$ cat src/rtl/axi_vram_slave.sv
// AXI4-Lite slave that bridges to an external word-addressed VRAM port.
// Build option: define AXI_VRAM_SLVERR_EN to reject out-of-range word indices with SLVERR.
module axi_vram_slave #(
  parameter int C_AXI_DATA_WIDTH = 32,
  parameter int C_AXI_ADDR_WIDTH = 16,
  parameter int NUM_WORDS        = 601,
  parameter int RD_LATENCY       = 1
) (
  input  logic                            axi_aclk,
  input  logic                            axi_aresetn,
  input  logic [C_AXI_ADDR_WIDTH-1:0]     axi_awaddr,
  input  logic [2:0]                      axi_awprot,
  input  logic                            axi_awvalid,
  output logic                            axi_awready,
  input  logic [C_AXI_DATA_WIDTH-1:0]     axi_wdata,
  input  logic [C_AXI_DATA_WIDTH/8-1:0]   axi_wstrb,
  input  logic                            axi_wvalid,
  output logic                            axi_wready,
  output logic [1:0]                      axi_bresp,
  output logic                            axi_bvalid,
  input  logic                            axi_bready,
  input  logic [C_AXI_ADDR_WIDTH-1:0]     axi_araddr,
  input  logic [2:0]                      axi_arprot,
  input  logic                            axi_arvalid,
  output logic                            axi_arready,
  output logic [C_AXI_DATA_WIDTH-1:0]     axi_rdata,
  output logic [1:0]                      axi_rresp,
  output logic                            axi_rvalid,
  input  logic                            axi_rready,
  output logic [C_AXI_DATA_WIDTH/8-1:0]   mem_we,
  output logic [$clog2(NUM_WORDS)-1:0]    mem_waddr,
  output logic [C_AXI_DATA_WIDTH-1:0]     mem_wdata,
  output logic                            mem_re,
  output logic [$clog2(NUM_WORDS)-1:0]    mem_raddr,
  input  logic [C_AXI_DATA_WIDTH-1:0]     mem_rdata
);

  localparam int STRB_W = C_AXI_DATA_WIDTH / 8;
  localparam int IDX_W  = $clog2(NUM_WORDS);
  localparam int LSB    = $clog2(STRB_W);
  localparam int FULL_W = C_AXI_ADDR_WIDTH - LSB;
  localparam logic [FULL_W-1:0] NUM_IDX = FULL_W'(NUM_WORDS);
  localparam logic [1:0] RESP_OKAY   = 2'b00;
  localparam logic [1:0] RESP_SLVERR = 2'b10;
`ifdef AXI_VRAM_SLVERR_EN
  localparam bit RANGE_CHK = 1'b1;
`else
  localparam bit RANGE_CHK = 1'b0;
`endif

  typedef enum logic [1:0] {W_IDLE, W_MEM, W_RESP} w_state_t;
  typedef enum logic [1:0] {R_IDLE, R_WAIT, R_RESP} r_state_t;

  w_state_t w_state;
  r_state_t r_state;

  logic [FULL_W-1:0] aw_idx_full, ar_idx_full;
  logic [FULL_W-1:0] aw_idx, idx_nx;
  logic [C_AXI_DATA_WIDTH-1:0] w_data, data_nx;
  logic [STRB_W-1:0] w_strb, strb_nx;
  logic aw_full, w_full, aw_full_nx, w_full_nx;
  logic aw_hs, w_hs, ar_hs, wr_go, wr_ok, rd_ok, rd_err;
  logic [1:0] lat_cnt;
  logic unused_ok;

  function automatic logic idx_in_range(input logic [FULL_W-1:0] idx);
    return !RANGE_CHK || (idx < NUM_IDX);
  endfunction

  assign aw_idx_full = axi_awaddr[C_AXI_ADDR_WIDTH-1:LSB];
  assign ar_idx_full = axi_araddr[C_AXI_ADDR_WIDTH-1:LSB];
  assign unused_ok   = &{1'b0, axi_awprot, axi_arprot, axi_awaddr[LSB-1:0],
                         axi_araddr[LSB-1:0], aw_idx_full, ar_idx_full};

  assign aw_hs      = axi_awvalid && axi_awready;
  assign w_hs       = axi_wvalid && axi_wready;
  assign aw_full_nx = aw_full || aw_hs;
  assign w_full_nx  = w_full || w_hs;
  // A buffer captured on this edge is forwarded so a same-cycle AW+W issues immediately.
  assign idx_nx     = aw_hs ? aw_idx_full : aw_idx;
  assign data_nx    = w_hs ? axi_wdata : w_data;
  assign strb_nx    = w_hs ? axi_wstrb : w_strb;
  assign wr_go      = (w_state == W_IDLE) && aw_full_nx && w_full_nx;
  assign wr_ok      = idx_in_range(idx_nx);

  assign ar_hs      = axi_arvalid && axi_arready;
  assign rd_ok      = idx_in_range(ar_idx_full);
  assign mem_re     = ar_hs && rd_ok;
  assign mem_raddr  = ar_idx_full[IDX_W-1:0];

  always_ff @(posedge axi_aclk or negedge axi_aresetn) begin
    if (!axi_aresetn) begin
      w_state     <= W_IDLE;
      aw_full     <= 1'b0;
      w_full      <= 1'b0;
      axi_awready <= 1'b0;
      axi_wready  <= 1'b0;
      axi_bvalid  <= 1'b0;
      axi_bresp   <= RESP_OKAY;
      mem_we      <= '0;
    end else begin
      case (w_state)
        W_IDLE: begin
          aw_full <= aw_full_nx;
          w_full  <= w_full_nx;
          if (wr_go) begin
            w_state     <= W_MEM;
            axi_awready <= 1'b0;
            axi_wready  <= 1'b0;
            mem_we      <= wr_ok ? strb_nx : '0;
            axi_bresp   <= wr_ok ? RESP_OKAY : RESP_SLVERR;
          end else begin
            axi_awready <= !aw_full_nx;
            axi_wready  <= !w_full_nx;
          end
        end
        W_MEM: begin
          mem_we     <= '0;
          axi_bvalid <= 1'b1;
          w_state    <= W_RESP;
        end
        W_RESP: begin
          if (axi_bready) begin
            axi_bvalid  <= 1'b0;
            aw_full     <= 1'b0;
            w_full      <= 1'b0;
            axi_awready <= 1'b1;
            axi_wready  <= 1'b1;
            w_state     <= W_IDLE;
          end
        end
        default: w_state <= W_IDLE;
      endcase
    end
  end

  always_ff @(posedge axi_aclk) begin
    if (aw_hs) aw_idx <= aw_idx_full;
    if (w_hs) begin
      w_data <= axi_wdata;
      w_strb <= axi_wstrb;
    end
    if (wr_go) begin
      mem_waddr <= idx_nx[IDX_W-1:0];
      mem_wdata <= data_nx;
    end
  end

  // Read side: lat_cnt counts edges since the AR handshake until mem_rdata is valid.
  always_ff @(posedge axi_aclk or negedge axi_aresetn) begin
    if (!axi_aresetn) begin
      r_state     <= R_IDLE;
      axi_arready <= 1'b0;
      axi_rvalid  <= 1'b0;
      axi_rresp   <= RESP_OKAY;
      axi_rdata   <= '0;
      rd_err      <= 1'b0;
      lat_cnt     <= 2'd0;
    end else begin
      case (r_state)
        R_IDLE: begin
          if (ar_hs) begin
            axi_arready <= 1'b0;
            rd_err      <= !rd_ok;
            lat_cnt     <= 2'd1;
            r_state     <= R_WAIT;
          end else begin
            axi_arready <= 1'b1;
          end
        end
        R_WAIT: begin
          if (lat_cnt == 2'(RD_LATENCY)) begin
            axi_rvalid <= 1'b1;
            axi_rdata  <= rd_err ? '0 : mem_rdata;
            axi_rresp  <= rd_err ? RESP_SLVERR : RESP_OKAY;
            r_state    <= R_RESP;
          end else begin
            lat_cnt <= lat_cnt + 2'd1;
          end
        end
        R_RESP: begin
          if (axi_rready) begin
            axi_rvalid  <= 1'b0;
            axi_arready <= 1'b1;
            r_state     <= R_IDLE;
          end
        end
        default: r_state <= R_IDLE;
      endcase
    end
  end

endmodule

$ cat config.mk
export PLATFORM = sky130hd
export DESIGN_NAME = axi_vram_slave
export DESIGN_NICKNAME = d
export VERILOG_FILES = /design/src/rtl/axi_vram_slave.sv
export SDC_FILE = /design/constraint.sdc
export NUM_CORES = 1
export LEC_CHECK = 0
export CAP_MARGIN = 5
export CORE_AREA = 2 2 107 109
export DETAILED_ROUTE_END_ITERATION = 12
export DIE_AREA = 0 0 109 111
export DONT_BUFFER_PORTS = 1
export PLACE_DENSITY_LB_ADDON = 0.2
export REMOVE_ABC_BUFFERS = 1
export SYNTH_ARGS = -nofsm -noshare
export SYNTH_HDL_FRONTEND = slang
export SYNTH_SLANG_ARGS = --single-unit
$ cat constraint.sdc
create_clock -name axi_aclk -period 6.2 [get_ports axi_aclk]
set_input_delay 0.62 -clock axi_aclk [delete_from_list [all_inputs] [get_ports axi_aclk]]
set_output_delay 0.62 -clock axi_aclk [all_outputs]
set_load 0.005 [all_outputs]
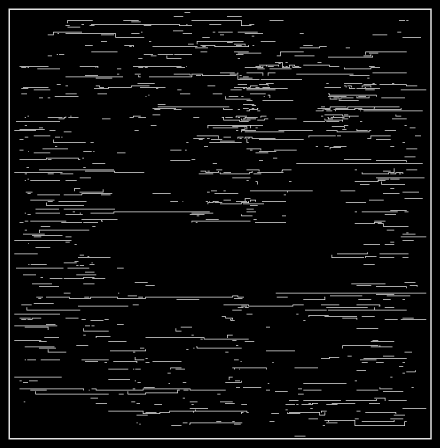
**Above:** run 1 (met1 routing).
nets with wire on the layer: 346
longest straight run: 38.9 um
wire length on this layer: 2940 um
share of all routed wire: 35%
Routed Wire Length: 8.49 mm
met1 demand-to-capacity share in global routing: 0.143
count of vias placed by the detailed router: 2385

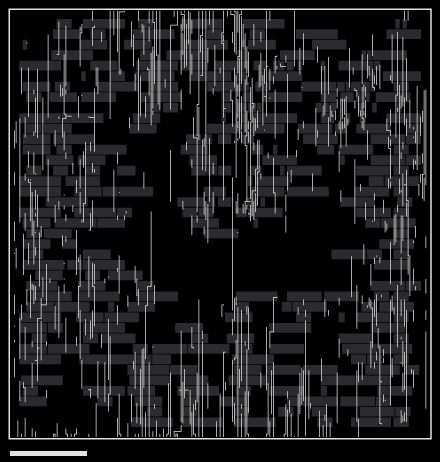
**Above:** run 1 (signal wires on met2).
The bar under the picture is 20 um long.
main direction: vertical
share of all routed wire: 45%
longest straight run: 41.6 um
wire length on this layer: 3830 um
nets with wire on the layer: 373
met2 track utilization from global routing: 0.209

==> notes.md, run 1 <==
Synthesis and PnR results.

- Of the total power, the clock network draws 0.296.
- The fraction of the mapped netlist area in compound gates reads 0.0319.
- The residual overflow from global routing is 0.
- The number of global-route vias before repair was around 2500.
- The depth of the worst register-to-register path reads 2.
- The commonest register cell after synthesis reads dfrtp_1.
- The minimum clock period reads approximately 2.3 ns.
- The slew of the pin with the lowest slew margin reads 0.952 ns.
- Of the post-synthesis cell area, the dominant cell type holds 0.260.
- The detailed router reports a met3 wire length of 1.58 mm.
- The finished layout reports a core utilization of 0.498.
- The inverter tally of the final layout excluding the clock network reads 11.
- The CTS buffer count is 17.
- The filler cell count in the final layout is around 950.
- In this run the layout overhead on the synthesized area is reported as 13.7%.
- The arrival time of data at the critical path endpoint reads between 2 and 2.5 ns.
- The worst setup path is captured at a flip-flop.
- The share of final-layout standard cells stronger than drive strength 1 is 0.141.
- The worst path meets setup with 3.91 ns of slack.
- The category of the most critical setup path is reg -> reg.
- The kind of cell with the highest combined delay along the critical path is buffers and inverters.
- The non-clock buffer contribution to total cell area is 0.00634.
- The final instance area is 0.00552 mm^2.
- The worst min-delay path category is in -> async.
- The area of the die is 0.0121 mm^2.
- The post-route total power reads 3.42 mW.
- The pre-CTS setup check shows a worst slack of 3.71 ns.
- The largest net degree at the start of global routing reads 50.
- The flow ran to the end, and the final reports show no timing, DRC or antenna violations.
- In the layout the commonest cells are 68 x mux2_1, 49 x dfrtp_1, 46 x dfxtp_1, 42 x edfxtp_1, 18 x clkbuf_16.
- After synthesis, the cell types taking the most area are edfxtp_1 26%, dfrtp_1 25%, dfxtp_1 19%, mux2_1 16%, mux2_2 2.6%.
- The count of flip-flops and latches reads 137.
- The synthesis log from Yosys contains 0 warnings.
- Per the final timing report, the hold violations number 0.
- The number of I/O port buffers is 0.
- The combinational gate power is 637 uW.
- The number of buffers outside the clock class in the layout is 2.
- The clock-pin slew on the worst setup and hold paths is 0.05 ns.
- Measured on the final layout, the clock distribution area share stands at 0.110.
- The clock network latency to the later pin of the worst-skew pair reads 0.41 ns.
- The worst hold slack reads 0.0606 ns.
- The maximum vdd drop is 0.000311 V.
- After clock tree synthesis, the flow added hold-fix buffers numbering 1.
- The switching power summed over all nets reads 947 uW.
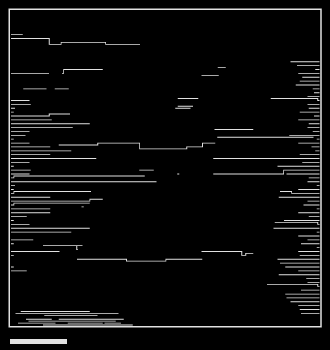
**Above:** run 1 (signal wires on met3).
The bar under the picture is 20 um long.
share of all routed wire: 19%
main direction: horizontal
nets with wire on the layer: 125
GRT met3 Usage: 0.129

==> inputs of run 2 (changes only) <==
==> constraint.sdc (replaced) <==
create_clock -name axi_aclk -period 2.2 [get_ports axi_aclk]
set_input_delay 0.22 -clock axi_aclk [delete_from_list [all_inputs] [get_ports axi_aclk]]
set_output_delay 0.22 -clock axi_aclk [all_outputs]
set_load 0.005 [all_outputs]
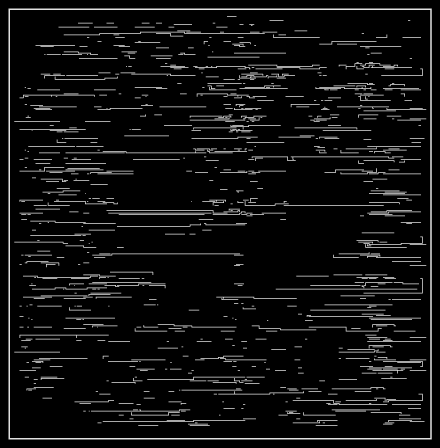
**Above:** run 2 (met1 routing).
longest straight run: 36.6 um
share of all routed wire: 39%
count of vias placed by the detailed router: 2615
Routed Wire Length: 9.42 mm

==> run 2 against run 1 <==
Net effect:
- synthesized cell count stayed put
- highest routed layer unchanged
- critical path depth is 2 higher
- wire length is 11% higher
- clock-buffer cell count is 1 lower
- sequential power went up to 2.8 times the previous value
- critical path type unchanged
- die size stayed put
- power went up to 2.8 times the previous value
- clock skew is 0.0063 ns higher
==> notes.md, run 2 <==
Synthesis and PnR results.

- The tap cell count is 143.
- In the global route stage, met1 resource usage came out at 0.176.
- The combinational gate power is about 2.1 mW.
- The final core area utilization is 0.569.
- The met3 routing resource usage after global routing is 0.111.
- The warning count from the yosys run reads 0.
- The commonest register cell after synthesis reads dfrtp_1.
- Relative to the synthesized area, the layout overhead comes to 29.8%.
- Of the total power, the clock network draws 0.264.
- The number of gates resized after CTS is 0.
- met2 track demand over resource after global routing is 0.243.
- The inverter tally of the final layout excluding the clock network reads 11.
- The non-clock buffer contribution to total cell area is 0.142.
- The worst min-delay path category reads in -> reg.
- The minimum setup slack after placement reads 0.414 ns.
- The count of flip-flops and latches is approximately 140.
- Recorded from the global router log, the overflow total was 0.
- The number of buffers outside the clock class in the layout reads approximately 85.
- The die covers 0.0121 mm^2.
- The final tally of hold violations reads 0.
- STA classifies the critical path endpoint as a flip-flop.
- The final cell count without fillers is ~550.
- The switching power summed over all nets is around 2.8 mW.
- The flow ran to the end, and the final reports show no timing, DRC or antenna violations.
- On the final layout, the worst hold slack is 0.0360 ns.
- The largest net degree at the start of global routing reads 50.
- The fraction of the mapped netlist area in compound gates is 0.0319.
- The category of the most critical setup path reads reg -> reg.
- For this run, the total global-route usage over all layers was measured as 0.160.
- The count of hold buffers inserted by post-cts repair is 81.
- The worst setup margin is 0.412 ns.
- The CTS buffer count reads 17.
- The minimum clock period is between 1.5 and 2 ns.
- The number of global-route vias before repair reads 2773.
- The destination of the worst register-to-register timing path reads mem_waddr[0].
- The maximum vdd drop is 0.000821 V.
- The arrival time of data at the critical path endpoint reads 1.89 ns.
- The post-route total power is 9.61 mW.
- The DRC violation count after routing is 0.
- STA shows the worst min-delay path finishing at axi_rvalid.
- The detailed route wirelength on metal3 is roughly 1.3 mm.
- Together, buffers and inverters on the worst path number 2.
- The share of final-layout standard cells stronger than drive strength 1 reads 0.114.
- The first global-routing pass estimated around 14 mm of wire.
- Once the clock tree was built, the setup fixing pass inserted 0 buffers.
- The startpoint of the worst hold path is axi_rready.
- The portion of the layout cell area used by clock cells reads 0.0843.
- The later pin in the worst-skew pair is clocked with a latency of 0.40 ns.
- The sum of negative setup slack reads 0 ns.
- On the worst setup and hold paths after CTS, the clock-pin slew comes to approximately 0.06 ns.
- The family with the most delay on the worst path is simple AND/OR/NAND/NOR gates.
- The netlist area before placement is 0.00486 mm^2.
- The finished cells cover 0.00630 mm^2.
- In the final layout, the registers with the most flip-flops are axi_rdata (32), mem_wdata (32), w_data (32).
- The floorplan core area is 0.0111 mm^2.
- The top cell types in the final layout, fill and taps aside, are 80 x dlygate4sd3_1, 68 x mux2_1, 49 x dfrtp_1, 46 x dfxtp_1, 42 x edfxtp_1.
- Ranked by total cell area, the synthesized netlist is headed by edfxtp_1 26%, dfrtp_1 25%, dfxtp_1 19%, mux2_1 16%, mux2_2 2.6%.
- The proportion of netlist area held by the largest area contributor reads 0.260.
- The depth of the worst register-to-register path is 4.
- The data required time of the worst path reads 2.30 ns.
- The heaviest power group reads sequential cells.
- The number of I/O port buffers is 0.
- Registers take 0.00341 mm^2.
- The filler cell count in the final layout reads 843.
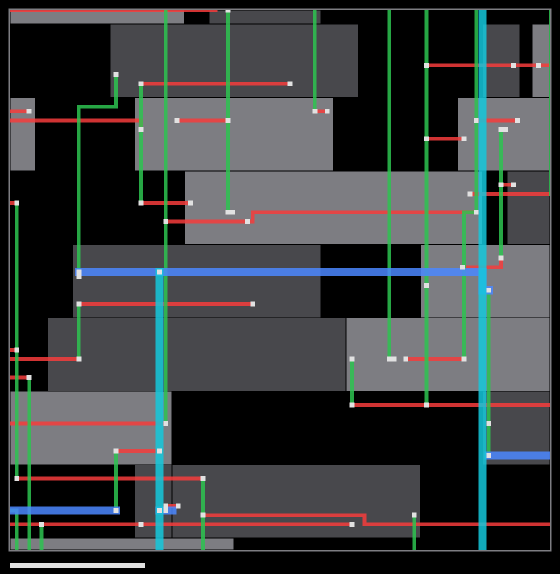
**Above:** run 2 (close-up of the layout).
The bar under the picture is 5 um long. Window x 17 to 37, y 73 to 93 um. Cells in gray, sequential cells in the stronger gray; small squares are vias.
| color | layer |
|---|---|
| blue | metal 3 |
| green | metal 2 |
| red | metal 1 |
| cyan | metal 4 |
most frequent: clkbuf_16 (3), edfxtp_1 (3), dfxtp_1 (2)
netlist names of flops here include: mem_waddr (2)
cells with their middle in the window: 11
sequential cells in the window: 5

No activity file was given, so power comes from the tool's default toggle rates.
